[src/rtl/alu_mul_sequencer.sv]
// alu_mul_sequencer
// Multi-cycle unsigned 32x32 multiplier that borrows the core's 32-bit ALU
// adder. A radix-2 shift-add loop issues one ALU ADD per cycle for 32 cycles,
// then pulses done for one cycle with the 64-bit product on
// product_hi/product_lo.
//
// Ports:
//   clk, rst            core clock (rising edge), asynchronous active-high reset
//   start, op_a, op_b   request strobe and operands (multiplicand, multiplier)
//   alu_a, alu_b        ALU operands: partial-product high word, multiplicand
//   alu_ctrl            ALU control, fixed at ADD (3'b000)
//   alu_result          ALU sum, combinational from alu_a/alu_b
//   alu_carry           ALU carry-out, combinational from alu_a/alu_b
//   busy, done          busy in RUN and DONE; done is a one-cycle pulse
//   product_hi/lo       64-bit product, valid from done until the next start
//
// Configuration macro:
//   ALU_MUL_SEQ_ZERO_SKIP_EN  when defined, a zero operand skips RUN and
//                             completes in one cycle with a zero product.
module alu_mul_sequencer (
    input  logic        clk,
    input  logic        rst,
    input  logic        start,
    input  logic [31:0] op_a,
    input  logic [31:0] op_b,
    output logic [31:0] alu_a,
    output logic [31:0] alu_b,
    output logic [2:0]  alu_ctrl,
    input  logic [31:0] alu_result,
    input  logic        alu_carry,
    output logic        busy,
    output logic        done,
    output logic [31:0] product_hi,
    output logic [31:0] product_lo
);

    localparam int unsigned W     = 32;
    localparam int unsigned CNT_W = 6;
    localparam int unsigned LAST  = W - 1;

    typedef enum logic [1:0] {
        S_IDLE,
        S_RUN,
        S_DONE
    } state_t;

    state_t             state;
    logic [W-1:0]       mcand;
    logic [W-1:0]       acc;
    logic [W-1:0]       mplr;
    logic [CNT_W-1:0]   cnt;
    logic               zero_op_c;

    // Early-out qualifier for a zero operand
`ifdef ALU_MUL_SEQ_ZERO_SKIP_EN
    assign zero_op_c = (op_a == '0) || (op_b == '0);
`else
    assign zero_op_c = 1'b0;
`endif

    // ALU is driven straight from the state registers
    assign alu_a      = acc;
    assign alu_b      = mcand;
    assign alu_ctrl   = 3'b000;
    assign product_hi = acc;
    assign product_lo = mplr;

    // Sequencer: load, 32 shift-add iterations, one-cycle done
    always_ff @(posedge clk or posedge rst) begin
        if (rst) begin
            state <= S_IDLE;
            mcand <= '0;
            acc   <= '0;
            mplr  <= '0;
            cnt   <= '0;
            busy  <= 1'b0;
            done  <= 1'b0;
        end else begin
            done <= 1'b0;
            case (state)
                S_IDLE: begin
                    if (start) begin
                        mcand <= op_a;
                        acc   <= '0;
                        cnt   <= '0;
                        busy  <= 1'b1;
                        if (zero_op_c) begin
                            mplr  <= '0;
                            done  <= 1'b1;
                            state <= S_DONE;
                        end else begin
                            mplr  <= op_b;
                            state <= S_RUN;
                        end
                    end
                end
                S_RUN: begin
                    // Carry-out lands in acc[31] after the shift, keeping all 64 bits
                    if (mplr[0]) begin
                        {acc, mplr} <= {alu_carry, alu_result, mplr[W-1:1]};
                    end else begin
                        {acc, mplr} <= {1'b0, acc, mplr[W-1:1]};
                    end
                    cnt <= cnt + CNT_W'(1);
                    if (cnt == CNT_W'(LAST)) begin
                        done  <= 1'b1;
                        state <= S_DONE;
                    end
                end
                S_DONE: begin
                    busy  <= 1'b0;
                    state <= S_IDLE;
                end
                default: begin
                    busy  <= 1'b0;
                    state <= S_IDLE;
                end
            endcase
        end
    end

endmodule

[config.mk]
export PLATFORM = sky130hd
export DESIGN_NAME = alu_mul_sequencer
export DESIGN_NICKNAME = d
export VERILOG_FILES = /design/src/rtl/alu_mul_sequencer.sv
export SDC_FILE = /design/constraint.sdc
export NUM_CORES = 1
export LEC_CHECK = 0
export CORE_ASPECT_RATIO = 0.6
export CORE_MARGIN = 2
export CORE_UTILIZATION = 41
export DETAILED_ROUTE_END_ITERATION = 8
export PLACE_DENSITY = 0.85
export SYNTH_ARGS = -nofsm -noshare
export SYNTH_HDL_FRONTEND = slang
export SYNTH_SLANG_ARGS = --single-unit
[constraint.sdc]
create_clock -name clk -period 3.5 [get_ports clk]
set_input_delay 0.35 -clock clk [delete_from_list [all_inputs] [get_ports clk]]
set_output_delay 0.35 -clock clk [all_outputs]
set_load 0.01 [all_outputs]
run_1/placed.png
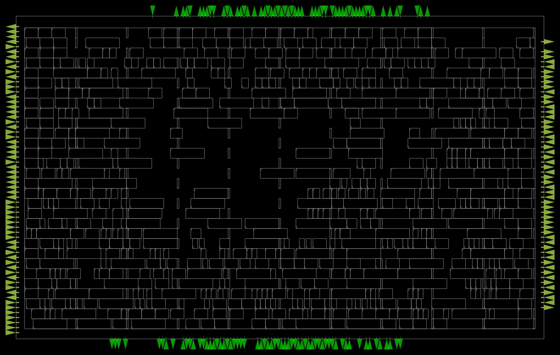
Rows: 30
Flop Count: 106
Seq/total area: 37.00%

run_1/layers.png
The bar under the picture is 50 µm long.
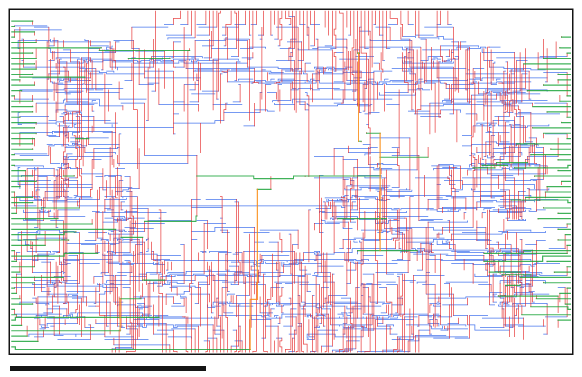
Key: red = M2 [wire length 6040 µm]; green = M3 [wire length 1080 µm]; blue = M1 [wire length 5600 µm]; orange = M4 [wire length 103 µm]
Routed wire per std cell: 15.18 µm
final WL: 12830 µm
GR Util All Layers: 20.99%
Vias: 4160

run_1/pinout.png
Pins as bars across the die edge, other pins in gray.
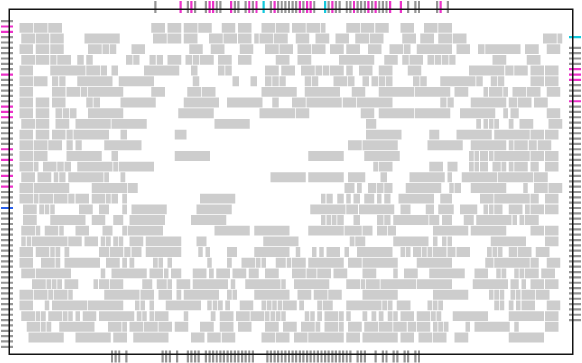
Key: magenta = product_hi [pins 32, direction output, edge 18 top, 10 left, 4 right]; cyan = alu_ctrl [pins 3, direction output, edge 2 top, 1 right]; blue = alu_carry [pins 1, direction input, edge left]
port buffer count: 229
DIE WIDTH: 143.2 µm
Die H: 87.50 µm

-- run 1: final timing paths --
| check | startpoint | endpoint | slack, ns | depth (start not counted) |
|---|---|---|---|---|
| worst max register to register | state[1] | alu_a[3] | 1.56 | 4 |
| worst min-delay path | rst | alu_b[28] | 0.40 | 2 |
| min in group clk | alu_b[1] | alu_b[1] | 0.47 | 2 |
| max in group asynchronous | rst | alu_a[5] | 2.36 | 3 |
| worst min register to register | alu_b[1] | alu_b[1] | 0.47 | 2 |
| worst max-delay path | product_lo[0] | product_lo[0] | 1.31 | 2 |
-- run 1: state kept, by name (all words and copies together), names as in the netlist --
register and flops:
state 2, cnt 6, product_lo 32, alu_a 32
alu_b 32, done 1, busy 1
-- run 1: final cells by class --
class                           instances  area, µm²
Timing Repair Buffer                  237       2352
Inverter                                2      10.01
Sequential cell                       106       2654
Clock inverter                          6      41.29
Tap cell                              160      200.2
Multi-Input combinational cell        324       1687
Fill cell                             894       4125
Clock buffer                           10      229.0
-- run 1: power groups by stage --
stage	Sequential [W]	Combinational (W)	Clock, W
after floorplan	0.00249	0.00137	0
after global placement	0.00229	0.00307	0
after detailed placement	0.00234	0.00316	0
after CTS	0.00233	0.00317	0.000958
after global routing	0.00241	0.00339	0.00102
final	0.00233	0.00313	0.000922
-- run 1: stage by stage --
step / cells / worst slack [ns]
6_report: 845 / 1.315
5_1_grt: 845 / 1.234
4_1_cts: 845 / 1.295
3_5_place_dp: 829 / 1.228
3_3_place_gp: 829 / 1.389
2_1_floorplan: 501 / 0.3611
-- run 1: metal layers --
layer	share of wire, %	wire length (µm)	vias up
li1	-	-	1991
met1	44	5602	2001
met2	47	6044	158
met3	8.4	1076	10
met4	0.80	103	0
met5	0	0	-
==> results.sh, run 1 <==
# physical design summary
export IMPL_status="finished clean"
export IMPL_yosys_cells=499
export IMPL_ir_worst_vdd_mv=0.4941
export IMPL_post_route_period_util_pct=62.44
export IMPL_grt_pass1_wl_um=20850
export IMPL_postCtsHoldBufs=0
export IMPL_min_path_type="input port to asynchronous set/reset pin"
export IMPL_skew_ns=0.006097
export IMPL_netlist_logic_family_top="simple AND/OR/NAND/NOR gates"
export IMPL_min_period_ns=2.185
export IMPL_layout_cells_most_common="clkdlybuf4s50_1"
export IMPL_drive_above_1_share_pct=4.380
export IMPL_worstSetupPathType="register to primary output"
export IMPL_n_antenna_cell=0
export IMPL_use_met2_pct=33.93
export IMPL_placed_area_mm2=0.006903
export IMPL_first_global_vias=4167
export IMPL_most_common_cell="nand2_1"
export IMPL_yosys_warnings=0
export IMPL_aoi_share_pct=9.480
export IMPL_coreArea_mm2=0.01130
export IMPL_comb_power_share_pct=49.1
export IMPL_crit_arrival_ns=1.84
export IMPL_netlist_area_mm2=0.004765
export IMPL_layout_area_overhead_vs_synth_pct=50.55
export IMPL_seq_area_frac_synth_pct=55.67
export IMPL_path_clk_slew_ns=0.07
export IMPL_nNetsFinal=781
export IMPL_antenna_found_initial=0
export IMPL_switching_power_w=0.002307
export IMPL_core_util_floorplan_pct=42.17
export IMPL_layout_top_cells="clkdlybuf4s50_1, nand2_1, dfrtp_1"
export IMPL_slew_violations=0
export IMPL_path_cells="buf_4 -> clkdlybuf4s50_1"
export IMPL_clockBufferDepth=2
export IMPL_cts_htree_levels=3
export IMPL_die_area_mm2=0.01253
export IMPL_yosys_top_cells_count="nand2_1, dfrtp_1, nand3_1, nor2_1, buf_4"
export IMPL_fin_hold_ws_ns=0.3965
export IMPL_critPathLaunchType="register"
export IMPL_crit_path_end_kind="primary output"
export IMPL_warnings=26
export IMPL_slowest_stage="clkdlybuf4s50_1"
export IMPL_grt_busiest_layer="met2"
export IMPL_p_per_area_mw_per_mm2=889.4
export IMPL_cp_max_fo=33
export IMPL_slew_headroom_pct=29.08
export IMPL_vias_per_cell=4.923
export IMPL_grtUsageMet3_pct=6.267
export IMPL_cts_buffers=9
export IMPL_gp_congestion=0.7775
export IMPL_grt_max_degree=86
export IMPL_rsz0062_at_grt="false"
export IMPL_fin_setup_tns_ns=0
export IMPL_clock_root_buffer="clkbuf_16"
export IMPL_hold_viol=0
export IMPL_drt_iter0_markers=160
export IMPL_avgSynthCellArea_um2=9.548
export IMPL_clkSinkCount=106
export IMPL_simple_gate_area_share_pct=18.09
export IMPL_finalSetupViolCount=0
export IMPL_synth_xor_xnor_area_share_pct=0.1838
export IMPL_ctsResizeCount=0
export IMPL_slowest_delay_ns=0.65
export IMPL_async_flop_share_pct=100.0
export IMPL_top_area_share_pct=55.67
export IMPL_timing_max_cap_violations=0
export IMPL_gr_total_overflow=0
export IMPL_cp_num_buf_inv=2
export IMPL_synthAdderAreaFrac_pct=0.2626
export IMPL_worstMarginPinSlew_ns=1.064
export IMPL_synth_top_cell_by_area="dfrtp_1"
export IMPL_pwr_share_clk_pct=14.4
export IMPL_ys_types=31
export IMPL_switching_share_pct=36.16
export IMPL_fmaxAchievable_mhz=457.6
export IMPL_ys_sh_mux_pct=6.933
export IMPL_critical_path_required_ns=3.15
export IMPL_ys_area_mm2=0.004765
export IMPL_ys_seq_elements=106
export IMPL_fin_area_mm2=0.007173
export IMPL_top_cells_by_area="dfrtp_1, nand2_1, mux2i_1, buf_4, nand3_1"
export IMPL_leakagePower_nw=3.088
export IMPL_clock_latency_ns=0.34
export IMPL_cellInternalPower_w=0.004073
export IMPL_drc=0
export IMPL_total_power_w=0.006380
export IMPL_dr_pass1_iters=5
export IMPL_grt_use_met1_pct=28.21
export IMPL_edf_count=0
run_1/port_trees.png
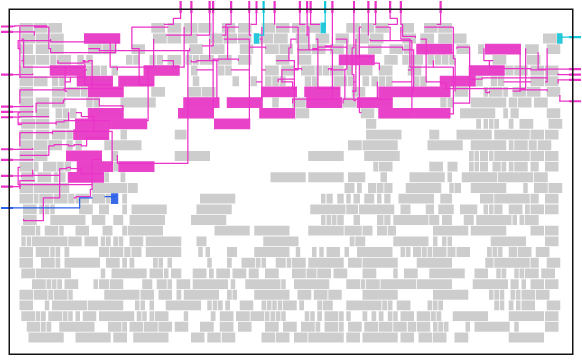

--- run 2 (diff from run 1) ---
clock period = 2.2 ns   (was 3.5 ns; I/O delays follow)
run_2/port_trees.png
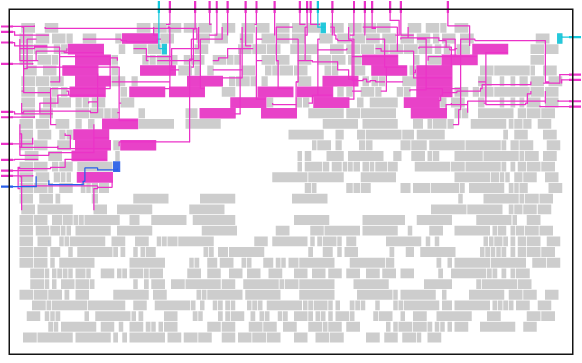
Key: blue = alu_carry [direction input, end cells 1, buffers 1, wire 32.4 µm]; cyan = alu_ctrl [direction output, end cells 3, buffers 0, wire 19.8 µm]; magenta = product_hi [direction output, end cells 32, buffers 32, wire 1390 µm]
# IOs: 233

==> results.sh, run 2 <==
# physical design summary
export IMPL_status="finished clean"
export IMPL_clock_latency_ns=0.34
export IMPL_cp_max_fo=58
export IMPL_cts_htree_levels=3
export IMPL_crit_end="alu_a[14]"
export IMPL_most_common_cell="nand2_1"
export IMPL_ys_seq_elements=106
export IMPL_die_area_mm2=0.01253
export IMPL_seq_cells=106
export IMPL_ys_area_mm2=0.004765
export IMPL_gp_congestion=0.7846
export IMPL_netlist_area_mm2=0.004765
export IMPL_portBuffers=229
export IMPL_r2r_cells=4
export IMPL_crit_start="state[1]"
export IMPL_coreArea_mm2=0.01130
export IMPL_timing_rr_end="alu_a[14]"
export IMPL_rsz0062_at_grt="false"
export IMPL_yosys_top_cells_count="nand2_1, dfrtp_1, nand3_1, nor2_1, buf_4"
export IMPL_vias_per_cell=4.916
export IMPL_ctsResizeCount=0
export IMPL_yosys_cells=499
export IMPL_critical_path_required_ns=2.40
export IMPL_slew_violations=0
export IMPL_n_tap_cell=160
export IMPL_leakagePower_nw=3.137
export IMPL_clock_root_buffer="clkbuf_16"
export IMPL_avgSynthCellArea_um2=9.548
export IMPL_top_area_share_pct=55.67
export IMPL_buf_share_pct=33.26
export IMPL_async_flop_share_pct=100.0
export IMPL_drive_above_1_share_pct=4.380
export IMPL_comb_area_mm2=0.001687
export IMPL_dr_pass1_iters=4
export IMPL_drc=0
export IMPL_worstMarginPinSlew_ns=0.7051
export IMPL_ys_types=31
export IMPL_hold_viol=0
export IMPL_layout_cells_most_common="clkdlybuf4s50_1"
export IMPL_clkSinkCount=106
export IMPL_edf_count=0
export IMPL_skew_ns=0.01261
export IMPL_die_h_um=87.50
export IMPL_layout_top_cells="clkdlybuf4s50_1, nand2_1, dfrtp_1"
export IMPL_grt_max_degree=59
export IMPL_nNetsFinal=782
export IMPL_core_util_floorplan_pct=42.17
export IMPL_warnings=26
export IMPL_n_all_buffers=238
export IMPL_routed_wl_um=12360
export IMPL_comb_area_share_pct=23.16
export IMPL_synth_top_cell_by_area="dfrtp_1"
export IMPL_fin_area_mm2=0.007282
export IMPL_n_fill_cell=882
export IMPL_clk_share_pct=4.227
export IMPL_layout_area_overhead_vs_synth_pct=52.84
export IMPL_finalSetupViolCount=0
export IMPL_min_path_type="input port to asynchronous set/reset pin"
export IMPL_cts_buffers=9
export IMPL_rrSetupSlack_ns=0.51
export IMPL_seq_share_pct=36.44
export IMPL_gr_total_overflow=0
export IMPL_die_w_um=143.2
export IMPL_crit_arrival_ns=1.89
export IMPL_logic_gates=324
export IMPL_min_period_ns=1.690
export IMPL_avgRoutedWirePerCell_um=14.62
export IMPL_drt_iter0_markers=189
export IMPL_first_global_vias=4022
export IMPL_inverters=2
export IMPL_grt_use_total_pct=19.73
export IMPL_timing_max_cap_violations=0
export IMPL_postCtsHoldBufs=0
export IMPL_crit_path_end_kind="register"
export IMPL_n_clock_buffer=10
export IMPL_largestClassByArea="sequential cells"
export IMPL_fin_setup_tns_ns=0
export IMPL_rows=30
export IMPL_post_route_period_util_pct=76.84
export IMPL_yosys_warnings=0
export IMPL_clockBufferDepth=2
export IMPL_seq_area_frac_synth_pct=55.67
export IMPL_worstSetupPathType="register to register"
export IMPL_fmaxAchievable_mhz=591.6
export IMPL_top_cells_by_area="dfrtp_1, nand2_1, mux2i_1, buf_4, nand3_1"
export IMPL_grt_pass1_wl_um=19670
export IMPL_p_per_area_mw_per_mm2=1420
run_2/pinout.png
Pins as bars across the die edge, other pins in gray.
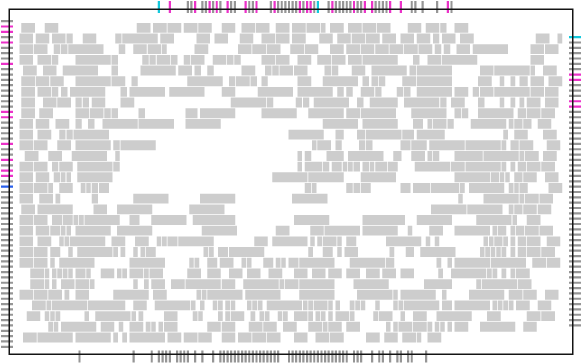
Key: cyan = alu_ctrl [pins 3, direction output, edge 2 top, 1 right]; blue = alu_carry [pins 1, direction input, edge left]; magenta = product_hi [pins 32, direction output, edge 18 top, 10 left, 4 right]

==> run 2: critical path, stage by stage, from the launching register on <==
cell and delay, ns:
dfrtp_1 0.44, nand2b_2 0.55, buf_12 0.35, nand3_1 0.10, o21ai_0 0.10
==> run 2: logic make-up (layout without fill, tap and decap cells) <==
group                      Yosys count  in the layout  synth area share, %
xor gates and xnor gates             1              1               0.1839
muxes                               33             33                6.933
DFF                                106            106                55.67
buffers and inverters               71            255                9.296
AOI/OAI and AO/OA                   74             74                9.480
adders and majority gates            1              1               0.2626
and+or+nand+nor                    212            212                18.09
other                                1              3              0.07871
==> run 2: layer usage <==
layer	GRT usage, %	vias up	part of all wire [%]	wire length [µm]
met3	5.827	10	8.6	1058
met2	31.97	188	46	5624
met1	26.72	1969	45	5556
met4	4.230	0	0.93	115
met5	0	-	0	0
li1	-	1987	-	-
==> run 2: how the worst min path moves through the flow <==
stage / startpoint / to / slack [ns]
after floorplan: op_a[0] / alu_b[0] / 0.33
after global placement: alu_b[3] / alu_b[3] / 0.46
after detailed placement: alu_b[0] / alu_b[0] / 0.46
after CTS: rst / alu_b[20] / 0.31
after global routing: rst / alu_b[24] / 0.34
final: rst / alu_b[24] / 0.30
==> run 2: through the flow <==
step	instances	hold slack (ns)	power (W)	setup slack [ns]
6_report	845	0.3041	0.01034	0.5095
5_1_grt	845	0.3403	0.01103	0.3613
4_1_cts	845	0.3106	0.01045	0.5018
3_5_place_dp	830	0.4630	0.008747	0.2178
3_3_place_gp	830	0.4593	0.008609	0.2725
2_1_floorplan	501	0.3254	0.006141	0.7065
==> run 2: report_power, final <==
part	internal, W	switching [W]	total (W)
clock network	0.000991	0.000663	0.00165
registers	0.00289	0.000807	0.00369
logic	0.00286	0.00213	0.00499
total	0.00674	0.00360	0.0103
Power and IR drop assume default switching activity.
